File: config.mk
export PLATFORM = sky130hd
export DESIGN_NAME = serial_adder_seq
export DESIGN_NICKNAME = d
export VERILOG_FILES = /design/src/rtl/serial_adder_seq.sv
export SDC_FILE = /design/constraint.sdc
export NUM_CORES = 1
export LEC_CHECK = 0
export ABC_CLOCK_PERIOD_IN_PS = 1900
export CAP_MARGIN = 0
export CORE_MARGIN = 2
export CORE_UTILIZATION = 50
export DETAILED_ROUTE_END_ITERATION = 6
export PLACE_DENSITY_LB_ADDON = 0.05
export SLEW_MARGIN = 20
export SYNTH_ARGS = -nofsm -noshare
export SYNTH_HDL_FRONTEND = slang
export SYNTH_SLANG_ARGS = --single-unit
File: constraint.sdc
create_clock -name clk -period 1.9 [get_ports clk]
set_input_delay 0.285 -clock clk [delete_from_list [all_inputs] [get_ports clk]]
set_output_delay 0.285 -clock clk [all_outputs]
set_load 0.02 [all_outputs]
File: src/rtl/serial_adder_seq.sv
// Bit-serial WIDTH-bit adder: one full-adder cell and one carry flop, LSB first.
// The operands are taken on an in_valid/in_ready handshake and the result is returned on an out_valid/out_ready handshake.

module serial_adder_fa (
  input  logic a_i,
  input  logic b_i,
  input  logic c_i,
  output logic s_o,
  output logic co_o
);
  assign s_o  = a_i ^ b_i ^ c_i;
  assign co_o = (a_i & b_i) | (a_i & c_i) | (b_i & c_i);
endmodule

module serial_adder_seq #(
  parameter int WIDTH = 8,
  parameter int CNT_W = $clog2(WIDTH + 1)
) (
  input  logic             clk,
  input  logic             rst_n,
  input  logic             in_valid,
  output logic             in_ready,
  input  logic [WIDTH-1:0] a,
  input  logic [WIDTH-1:0] b,
  input  logic             cin,
  output logic             out_valid,
  input  logic             out_ready,
  output logic [WIDTH-1:0] sum,
  output logic             cout,
  output logic             ovf
);

  localparam logic [1:0] S_IDLE = 2'd0;
  localparam logic [1:0] S_RUN  = 2'd1;
  localparam logic [1:0] S_DONE = 2'd2;

  logic [1:0]       state_q, state_d;
  logic [WIDTH-1:0] a_sh_q, a_sh_d;
  logic [WIDTH-1:0] b_sh_q, b_sh_d;
  logic [WIDTH-1:0] sum_sh_q, sum_sh_d;
  logic             carry_q, carry_d;
  logic [CNT_W-1:0] cnt_q, cnt_d;
  logic [WIDTH-1:0] sum_q, sum_d;
  logic             cout_q, cout_d;
  logic             ovf_q, ovf_d;

  logic             fa_s, fa_co;
  logic [WIDTH-1:0] sum_shift;
  logic             last_bit;

  serial_adder_fa u_fa (
    .a_i  (a_sh_q[0]),
    .b_i  (b_sh_q[0]),
    .c_i  (carry_q),
    .s_o  (fa_s),
    .co_o (fa_co)
  );

  // New sum bit enters at the MSB so that after WIDTH shifts bit 0 sits at LSB.
  generate
    if (WIDTH == 1) begin : g_w1
      assign sum_shift = fa_s;
    end else begin : g_wn
      assign sum_shift = {fa_s, sum_sh_q[WIDTH-1:1]};
    end
  endgenerate

  assign last_bit = (cnt_q == CNT_W'(WIDTH - 1));

  always_comb begin
    state_d  = state_q;
    a_sh_d   = a_sh_q;
    b_sh_d   = b_sh_q;
    sum_sh_d = sum_sh_q;
    carry_d  = carry_q;
    cnt_d    = cnt_q;
    sum_d    = sum_q;
    cout_d   = cout_q;
    ovf_d    = ovf_q;
    case (state_q)
      S_IDLE: begin
        if (in_valid) begin
          a_sh_d   = a;
          b_sh_d   = b;
          carry_d  = cin;
          cnt_d    = '0;
          sum_sh_d = '0;
          state_d  = S_RUN;
        end
      end
      S_RUN: begin
        a_sh_d   = a_sh_q >> 1;
        b_sh_d   = b_sh_q >> 1;
        sum_sh_d = sum_shift;
        carry_d  = fa_co;
        cnt_d    = cnt_q + CNT_W'(1);
        if (last_bit) begin
          // Signed overflow: carry into the MSB differs from carry out of it.
          ovf_d   = carry_q ^ fa_co;
          sum_d   = sum_shift;
          cout_d  = fa_co;
          state_d = S_DONE;
        end
      end
      S_DONE: begin
        if (out_ready) state_d = S_IDLE;
      end
      default: state_d = S_IDLE;
    endcase
  end

  always_ff @(posedge clk or negedge rst_n) begin
    if (!rst_n) begin
      state_q  <= S_IDLE;
      a_sh_q   <= '0;
      b_sh_q   <= '0;
      sum_sh_q <= '0;
      carry_q  <= 1'b0;
      cnt_q    <= '0;
      sum_q    <= '0;
      cout_q   <= 1'b0;
      ovf_q    <= 1'b0;
    end else begin
      state_q  <= state_d;
      a_sh_q   <= a_sh_d;
      b_sh_q   <= b_sh_d;
      sum_sh_q <= sum_sh_d;
      carry_q  <= carry_d;
      cnt_q    <= cnt_d;
      sum_q    <= sum_d;
      cout_q   <= cout_d;
      ovf_q    <= ovf_d;
    end
  end

  // Handshake outputs are pure state decodes, so no input-to-output path exists.
  assign in_ready  = (state_q == S_IDLE);
  assign out_valid = (state_q == S_DONE);
  assign sum       = sum_q;
  assign cout      = cout_q;
  assign ovf       = ovf_q;

endmodule

==> flow_summary.toml, run 1 <==
# physical design summary
[run_status]
status = "finished clean"

[clock_tree]
post_cts_resize_count = 1
clk_pin_slew_worst_paths_ns = 0.13
postCtsSetupRepairBufs = 0
cts_buffer_depth = 2
root_buffer = "clkbuf_4"
cts-buffers-inserted = 5
insertion_delay_to_the_later_sink_of_the_worst_skew_pair_ns = 0.34

[timing]
setup-tns-final_ns = 0
finalClockPeriodUsage_pct = 86.1
report.final.setup_viol = 0
period_minus_ws_final_ns = 1.64
finalHoldViolCount = 0
timing.hold.ws_ns = 0.501
clock.fmax_ghz = 0.611
rsz0062_at_grt = "no"

[final_layout]
dominant-cell-class = "sequential cells"
buf_share_pct = 18.5
final_nets = 199
nNonClkInverters = 2
drive_above_1_share_pct = 17.5
post-route-cell-area_sq_mm = 0.00216
finish.cell_count_without_fillers = 221
comb-cell-share_pct = 28.4
area_overhead_vs_synth_pct = 29.3
antenna_cells = 0
logic_gate_count = 86
nFillCells = 268

[grt]
antenna_found_initial = 0
grt_first_pass_wirelength_mm = 5.53
grt_max_degree = 41
globalRouteOverflowTotal = 0

[min_path]
count_of_cells_along_the_worst_hold_path = 2
hold_path_startpoint = "b_sh_q[5]"
worstHoldEndpoint = "b_sh_q[5]"
worst_hold_path_type = "flop to flop"

[place]
dp_hpwl_mm = 2.29
post_dp_cell_area_sq_mm = 0.00206
placed_cells = 212
pre_cts_slack_ns = 0.296
io_buffer_count = 32

[setup_path]
cp.depth = 2
cp.required_ns = 1.62
timing_worst_setup_path_type = "flop to output port"
cp.buffers_inverters = 1
critPathMaxStageDelay_ns = 0.42
cp_slowest_cell = "dfrtp_1"
critPathMaxFanout = 3
worstPathCellList = "nor2_1 > dlygate4sd2_1"
startpoint = "state_q[1]"
timing.reg2reg.worst_path_depth = 5
worst-r2r-setup-slack_ns = 0.28
reg2reg_to = "cout"
cp.arrival_ns = 1.35
critical_path.endpoint_type = "output port"

[power_and_ir_drop]
total_switching_power_w = 0.00100
top_power_group = "registers"
power.clock.fraction_pct = 18.2
pwr.group.clock_w = 0.000550
post-layout-total-power_w = 0.00302
intPower_w = 0.00202
leakagePower_nw = 0.980
pwr.group.combinational_w = 0.00112
cellPowerDensity_mw_per_mm2 = 1400
share_comb_of_total_power_pct = 36.9

[logic_synthesis]
synth.cellmix.compoundShare_pct = 19.1
top_area_share_pct = 60.0
synth_xor_xnor_area_share_pct = 0.525
synthAdderAreaFrac_pct = 1.95
share_of_the_yosys_chip_area_belonging_to_registers_pct = 60.0
synthMostInstantiatedCell = "dfrtp_1"
synthTopLogicFamily = "AND-OR/OR-AND gates"
tally_of_yosys_warning_messages = 0
ys_seq_elements = 40
yosys.area_share.simple_pct = 6.83
yosys.cell_types.count = 23
yosys-stat-cells = 138
synthesis.area_sq_mm = 0.00167
synth_cells = 138
synth.top_cells.by_count = "40 x dfrtp_1, 16 x nand2_1, 15 x a22oi_1, 15 x o21ai_0, 12 x mux2_2"
synth_top_flop_cell = "dfrtp_1"
muxShareOfSynthArea_pct = 8.10

[floorplan]
pin_count = 33
die_footprint_sq_mm = 0.00381
placement_rows = 20
floorplan.die.width_microns = 61.8
die_h_microns = 61.8
floorplan.initialDensity_pct = 53.8

[route]
avgViaCountPerCell = 5.50
drt_iter0_drc = 72
drt_drc_violations_left = 0
postRouteAntennaNets = 0
-- run 1: metal layers --
metal | GRT usage [%] | vias up | wire length [microns]
li1 | - | 575 | -
met1 | 25.3 | 599 | 1410
met2 | 34.6 | 38 | 1630
met3 | 4.14 | 4 | 167
met4 | 5.47 | 0 | 25
met5 | 0 | - | 0
-- run 1: cell usage in the layout (no fill, tap or decap), types with 2 or more instances in the layout --
cell type	synthesis	routed
nor2_1	3	3
clkdlybuf4s50_1	0	29
o21ai_0	15	15
mux2_2	12	12
nand2_1	16	16
a21oi_1	2	2
buf_4	2	7
inv_1	2	2
a32o_1	2	2
dfrtp_1	40	40
clkbuf_4	0	5
nor2b_1	3	3
a22o_1	9	9
a22oi_1	15	15
Fig. 1: run 1, routed metal, one color a layer
(4 px per micron)
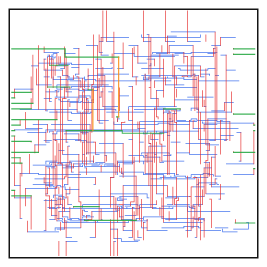
- met1: blue (wire length 1410 microns)
- met2: red (wire length 1630 microns)
- met3: green (wire length 167 microns)
- met4: orange (wire length 25.2 microns)
overall via count from detail_route: 1216
global router's overall resource usage: 19.9%
Detailed Route WL: 3.23 mm
routed len/inst: 14.6 microns

Fig. 2: run 1, signal wires on met3
(4 px per micron) Cells faint in the background.
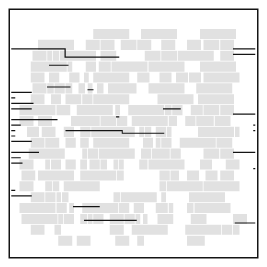
- nets with wire on the layer: 27
- longest straight run: 14.0 microns
- main direction: horizontal
- wire length on this layer: 167 microns
- share of all routed wire: 5.2%
GR Layer Usage met3: 4.14%

Fig. 3: run 1, sequential cells colored by netlist name
(4 px per micron)
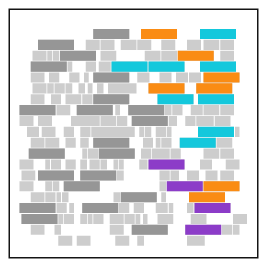
- sum: cyan (placed flops 8)
- cnt_q: purple (placed flops 4; where south-east)
- sum_sh_q: orange (placed flops 7)
sequential-cell power consumption: 0.00136 W
sequential cell area share: 46.4%
Sequential Area: 0.00100 sq mm
post-layout util: 69.5%

Fig. 4: run 1, congestion heat map
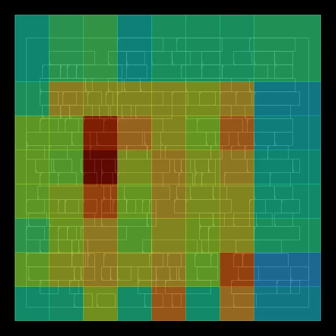
GR Util met1: 25.3%
global-route layer with the greatest usage: met2
met2 usage: 34.6%

Fig. 5: run 1, routed clock nets over the placement
(6 px per micron)
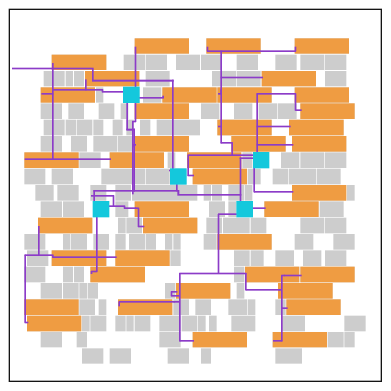

==> run 2: changes to the inputs <==
--- a/config.mk
+++ b/config.mk
@@ -11,6 +11,7 @@
 export CORE_UTILIZATION = 50
 export DETAILED_ROUTE_END_ITERATION = 6
 export PLACE_DENSITY_LB_ADDON = 0.05
+export REMOVE_ABC_BUFFERS = 1
 export SLEW_MARGIN = 20
 export SYNTH_ARGS = -nofsm -noshare
 export SYNTH_HDL_FRONTEND = slang
Fig. 6: run 2, routed clock nets over the placement
(6 px per micron)
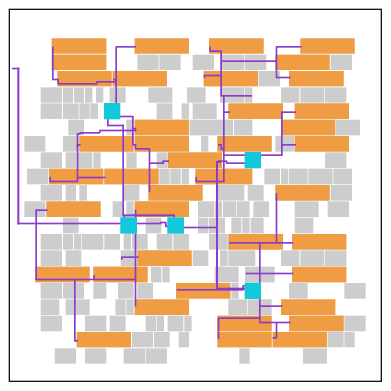
- cells driving clock nets: cyan (count 5)
- clock wires: purple (length 430 microns)
- flip-flops: orange (count 40)
- flops lie: widely spread
Clock Skew: 0.00838 ns
insertion delay to the later sink of the worst-skew pair: 0.34 ns
share of total power in the clock network: 15.5%
clk pwr: 0.000449 W

==> flow_summary.toml, run 2 <==
# physical design summary
[route]
route.vias.total = 1206
drt-wirelength-per-cell_microns = 14.1
wirelength_mm = 3.13
drt_drc_violations_left = 0
avgViaCountPerCell = 5.43

[clock_tree]
root_buffer = "clkbuf_4"
cts_buffer_depth = 2
cts-buffers-inserted = 5
clk_pin_slew_worst_paths_ns = 0.11
postCtsSetupRepairBufs = 0

[timing]
finalHoldViolCount = 0
period_minus_ws_final_ns = 1.71
timing.hold.ws_ns = 0.497
setup-tns-final_ns = 0
rsz0062_at_grt = "no"

[logic_synthesis]
synthMostInstantiatedCell = "dfrtp_1"
share_of_the_yosys_chip_area_belonging_to_registers_pct = 60.0
yosys.area_share.simple_pct = 6.83
synth_cells = 138
yosys.cell_types.count = 23
synth_top_flop_cell = "dfrtp_1"
synthTopLogicFamily = "AND-OR/OR-AND gates"
synth_xor_xnor_area_share_pct = 0.525
tally_of_yosys_warning_messages = 0
synthesis.area_sq_mm = 0.00167
synth.top_cells.by_count = "40 x dfrtp_1, 16 x nand2_1, 15 x a22oi_1, 15 x o21ai_0, 12 x mux2_2"
yosys-stat-cells = 138
top_area_share_pct = 60.0
synth.cellmix.compoundShare_pct = 19.1

[place]
pre_cts_slack_ns = 0.273
post_dp_cell_area_sq_mm = 0.00206
dp_hpwl_mm = 2.18
io_buffer_count = 32

[floorplan]
floorplan.initialDensity_pct = 53.8
die_footprint_sq_mm = 0.00381
die_h_microns = 61.8
placement_rows = 20
floorplan.die.width_microns = 61.8

[setup_path]
cp.buffers_inverters = 1
timing_worst_setup_path_type = "flop to output port"
reg2reg_to = "b_sh_q[6]"
worst-r2r-setup-slack_ns = 0.34
cp_slowest_cell = "dfrtp_1"
startpoint = "state_q[0]"
critical_path.endpoint_type = "output port"
cp.arrival_ns = 1.43

[min_path]
worstHoldEndpoint = "a_sh_q[5]"
hold_path_startpoint = "a_sh_q[5]"
worst_hold_path_type = "flop to flop"
count_of_cells_along_the_worst_hold_path = 2

[final_layout]
post-route-cell-area_sq_mm = 0.00213
final_nets = 200
finish.cell_count_without_fillers = 222
antenna_cells = 0
layout_top_cell = "dfrtp_1"
layout.cells.most_common_list = "39 x dfrtp_1, 29 x clkdlybuf4s50_1, 16 x nand2_1, 15 x a22oi_1, 15 x o21ai_0"
drive_above_1_share_pct = 18.0

[power_and_ir_drop]
cellPowerDensity_mw_per_mm2 = 1360
post-layout-total-power_w = 0.00290

[grt]
antenna_found_initial = 0
grt_first_pass_wirelength_mm = 5.15
globalRouteOverflowTotal = 0
grt_util_all_layers_pct = 18.7

[run_status]
status = "finished clean"
Fig. 7: run 2, sequential cells colored by netlist name
(4 px per micron)
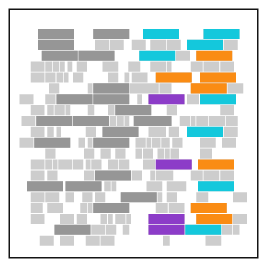
- cnt_q: purple (placed flops 4)
- sum: cyan (placed flops 8)
- sum_sh_q: orange (placed flops 7)
- not colored: 21
sequential-cell power consumption: 0.00137 W
sequential cell area share: 47.0%

-- run 2: cell counts after synthesis --
No cell type changed its count.
-- run 2: layer usage --
layer | global-route usage [%] | up-vias | share of wire [%]
met4 | 9.12 | 0 | 2.0
met2 | 32.2 | 35 | 49
met1 | 22.5 | 589 | 44
li1 | - | 575 | -
met3 | 3.73 | 7 | 4.3
met5 | 0 | - | 0
-- run 2: final cells by class --
cell class	count	area, sq um
inverter	2	7.51
timing repair buffer	42	390
fill	261	972
clock inverter	1	7.51
tap	44	55.1
multi-input combinational	86	613
clock buffer	7	55.1
sequential	40	1000
-- run 2: where the power goes --
group / switching, W / internal, W
combinational: 0.000507 / 0.000574
sequential: 0.000214 / 0.00116
clock: 0.000268 / 0.000181
total: 0.000988 / 0.00191
Fig. 8: run 2, routed metal, one color a layer
(4 px per micron)
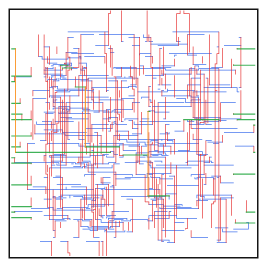

==> run 3: changes to the inputs <==
--- a/config.mk
+++ b/config.mk
@@ -10,7 +10,7 @@
 export CORE_MARGIN = 2
 export CORE_UTILIZATION = 50
 export DETAILED_ROUTE_END_ITERATION = 6
-export PLACE_DENSITY_LB_ADDON = 0.05
+export PLACE_DENSITY = 0.86
 export REMOVE_ABC_BUFFERS = 1
 export SLEW_MARGIN = 20
 export SYNTH_ARGS = -nofsm -noshare
Fig. 9: run 3, routed metal, one color a layer
(4 px per micron)
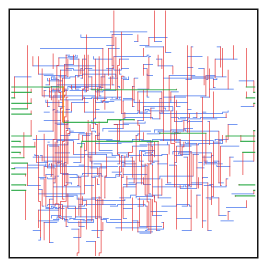
- met4: orange (wire length 8.80 microns)
- met3: green (wire length 164 microns)
- met2: red (wire length 1560 microns)
- met1: blue (wire length 1330 microns)
Detailed Route WL: 3.06 mm
global router's overall resource usage: 19.4%
overall via count from detail_route: 1196
routed len/inst: 13.8 microns

Fig. 10: run 3, signal wires on met3
(4 px per micron) Cells faint in the background.
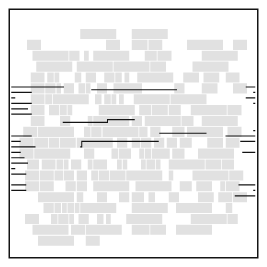
- nets with wire on the layer: 29
- share of all routed wire: 5.4%
GR Layer Usage met3: 8.07%

==> flow_summary.toml, run 3 <==
# physical design summary
[route]
met2RoutedLength_mm = 1.56
avgViaCountPerCell = 5.41
drt_drc_violations_left = 0
postRouteAntennaNets = 0
detailroute.wirelength.met3_microns = 163
detail_route.wirelength.met1_mm = 1.33
highest-signal-layer = "met4"

[final_layout]
buffers_excl_clock = 42
layout_top_cell = "dfrtp_1"
drive_above_1_share_pct = 16.9
final_nets = 200
ff_latch_count = 40
sequential_cell_area_sq_mm = 0.00100
comb_area_sq_um = 613
buf_share_pct = 18.5
final-clk-cell-share_pct = 2.19
area_overhead_vs_synth_pct = 26.7
area.share.sequential_pct = 47.4
layout.cells.most_common_list = "40 x dfrtp_1, 29 x clkdlybuf4s50_1, 16 x nand2_1, 15 x a22oi_1, 15 x o21ai_0"
nFillCells = 255
logic_gate_count = 86
dominant-cell-class = "sequential cells"
nNonClkInverters = 2
layout.core_utilization_pct = 68.1
antenna_cells = 0
clock_buffer_count = 6
comb-cell-share_pct = 29.0

[clock_tree]
post_cts_resize_count = 2
insertion_delay_to_the_later_sink_of_the_worst_skew_pair_ns = 0.34
htreeDepth = 2
cts_buffer_depth = 2
cts-buffers-inserted = 5
clk_pin_slew_worst_paths_ns = 0.11
cts_tree = "yes"
postCtsSetupRepairBufs = 0
root_buffer = "clkbuf_4"

[flow_run]
max-cap-violations = 0

[power_and_ir_drop]
sequentialPower_w = 0.00136
total_switching_power_w = 0.000962
intPower_w = 0.00187
post-layout-total-power_w = 0.00283
pwr.group.combinational_w = 0.00109
top_power_group = "registers"
share_comb_of_total_power_pct = 38.4
power.clock.fraction_pct = 13.6
pwr-share-seq_pct = 48.0
netSwitchingFraction_pct = 34.0
pwr.group.clock_w = 0.000386
cellPowerDensity_mw_per_mm2 = 1340

[logic_synthesis]
synth_cells = 138
synth_chip_area_sq_mm = 0.00167
synthesis.area_sq_mm = 0.00167
synth_top_flop_cell = "dfrtp_1"
synth.top_cells.by_count = "40 x dfrtp_1, 16 x nand2_1, 15 x a22oi_1, 15 x o21ai_0, 12 x mux2_2"
top_area_share_pct = 60.0
yosys-stat-cells = 138
postSynthAreaPerCell_sq_um = 12.1
synth_async_sr_flop_share_pct = 100
yosys.cell_types.count = 23
tally_of_yosys_warning_messages = 0
share_of_the_yosys_chip_area_belonging_to_registers_pct = 60.0
ys_seq_elements = 40
synthMostInstantiatedCell = "dfrtp_1"

[grt]
gr-usage-met2_pct = 33.4
grtUsageMet1_pct = 22.0
grt_first_pass_wirelength_mm = 5.27
grt-busiest-layer = "met2"
grt_max_degree = 41
antenna_found_initial = 0
globalRouteOverflowTotal = 0

[setup_path]
startpoint = "state_q[0]"
cp.buffers_inverters = 1
cp.arrival_ns = 1.34
reg2reg_to = "sum[0]"
critPathLaunchType = "flop"
worst-r2r-setup-slack_ns = 0.38
critical_path.endpoint_type = "output port"
timing_worst_setup_path_type = "flop to output port"
critPathCapture = "in_ready"
timing.reg2reg.worst_path_depth = 5
cp.depth = 2
cp_slowest_cell = "dfrtp_1"

[floorplan]
placement_rows = 20
pin_count = 33
die_h_microns = 61.8
taps = 44
floorplan.initialDensity_pct = 53.8
die_footprint_sq_mm = 0.00381
floorplan.die.width_microns = 61.8

[timing]
final.setup_skew_ns = 0.00825
rsz0062_at_grt = "no"
period_minus_ws_final_ns = 1.63
finalHoldViolCount = 0
tightest_slew_ns = 0.487
clock.fmax_ghz = 0.615

[run_status]
status = "finished clean"

[min_path]
worst_hold_path_type = "flop to flop"
worstHoldEndpoint = "b_sh_q[5]"
hold_path_startpoint = "b_sh_q[5]"
count_of_cells_along_the_worst_hold_path = 2

[place]
io_buffer_count = 32
pre_cts_slack_ns = 0.344
dp_hpwl_mm = 2.21
## run 3: stage by stage
stage / instances / cell area (sq um) / setup TNS, ns / hold slack (ns)
after floorplan: 128 / 1620 / -4.96 / -0.0106
after global routing: 221 / 2110 / 0 / 0.533
after detailed placement: 213 / 2060 / 0 / 0.366
after global placement: 213 / 2060 / 0 / 0.356
final: 221 / 2110 / 0 / 0.499
after CTS: 221 / 2110 / 0 / 0.504
## run 3: tightest hold or removal path, stage by stage, from the launching register on
cell and delay, ns:
dfrtp_1 0.36, nand2_1 0.05, o21ai_0 0.06
## run 3: cells by family after synthesis
kind of cell	Yosys count	synth area share, %
fa+ha+maj	2	1.95
buf+inv	12	3.45
xor+xnor	1	0.525
flops	40	60.0
mux	12	8.10
compound gates	46	19.1
simple gates	25	6.83
Power and IR drop assume default switching activity.
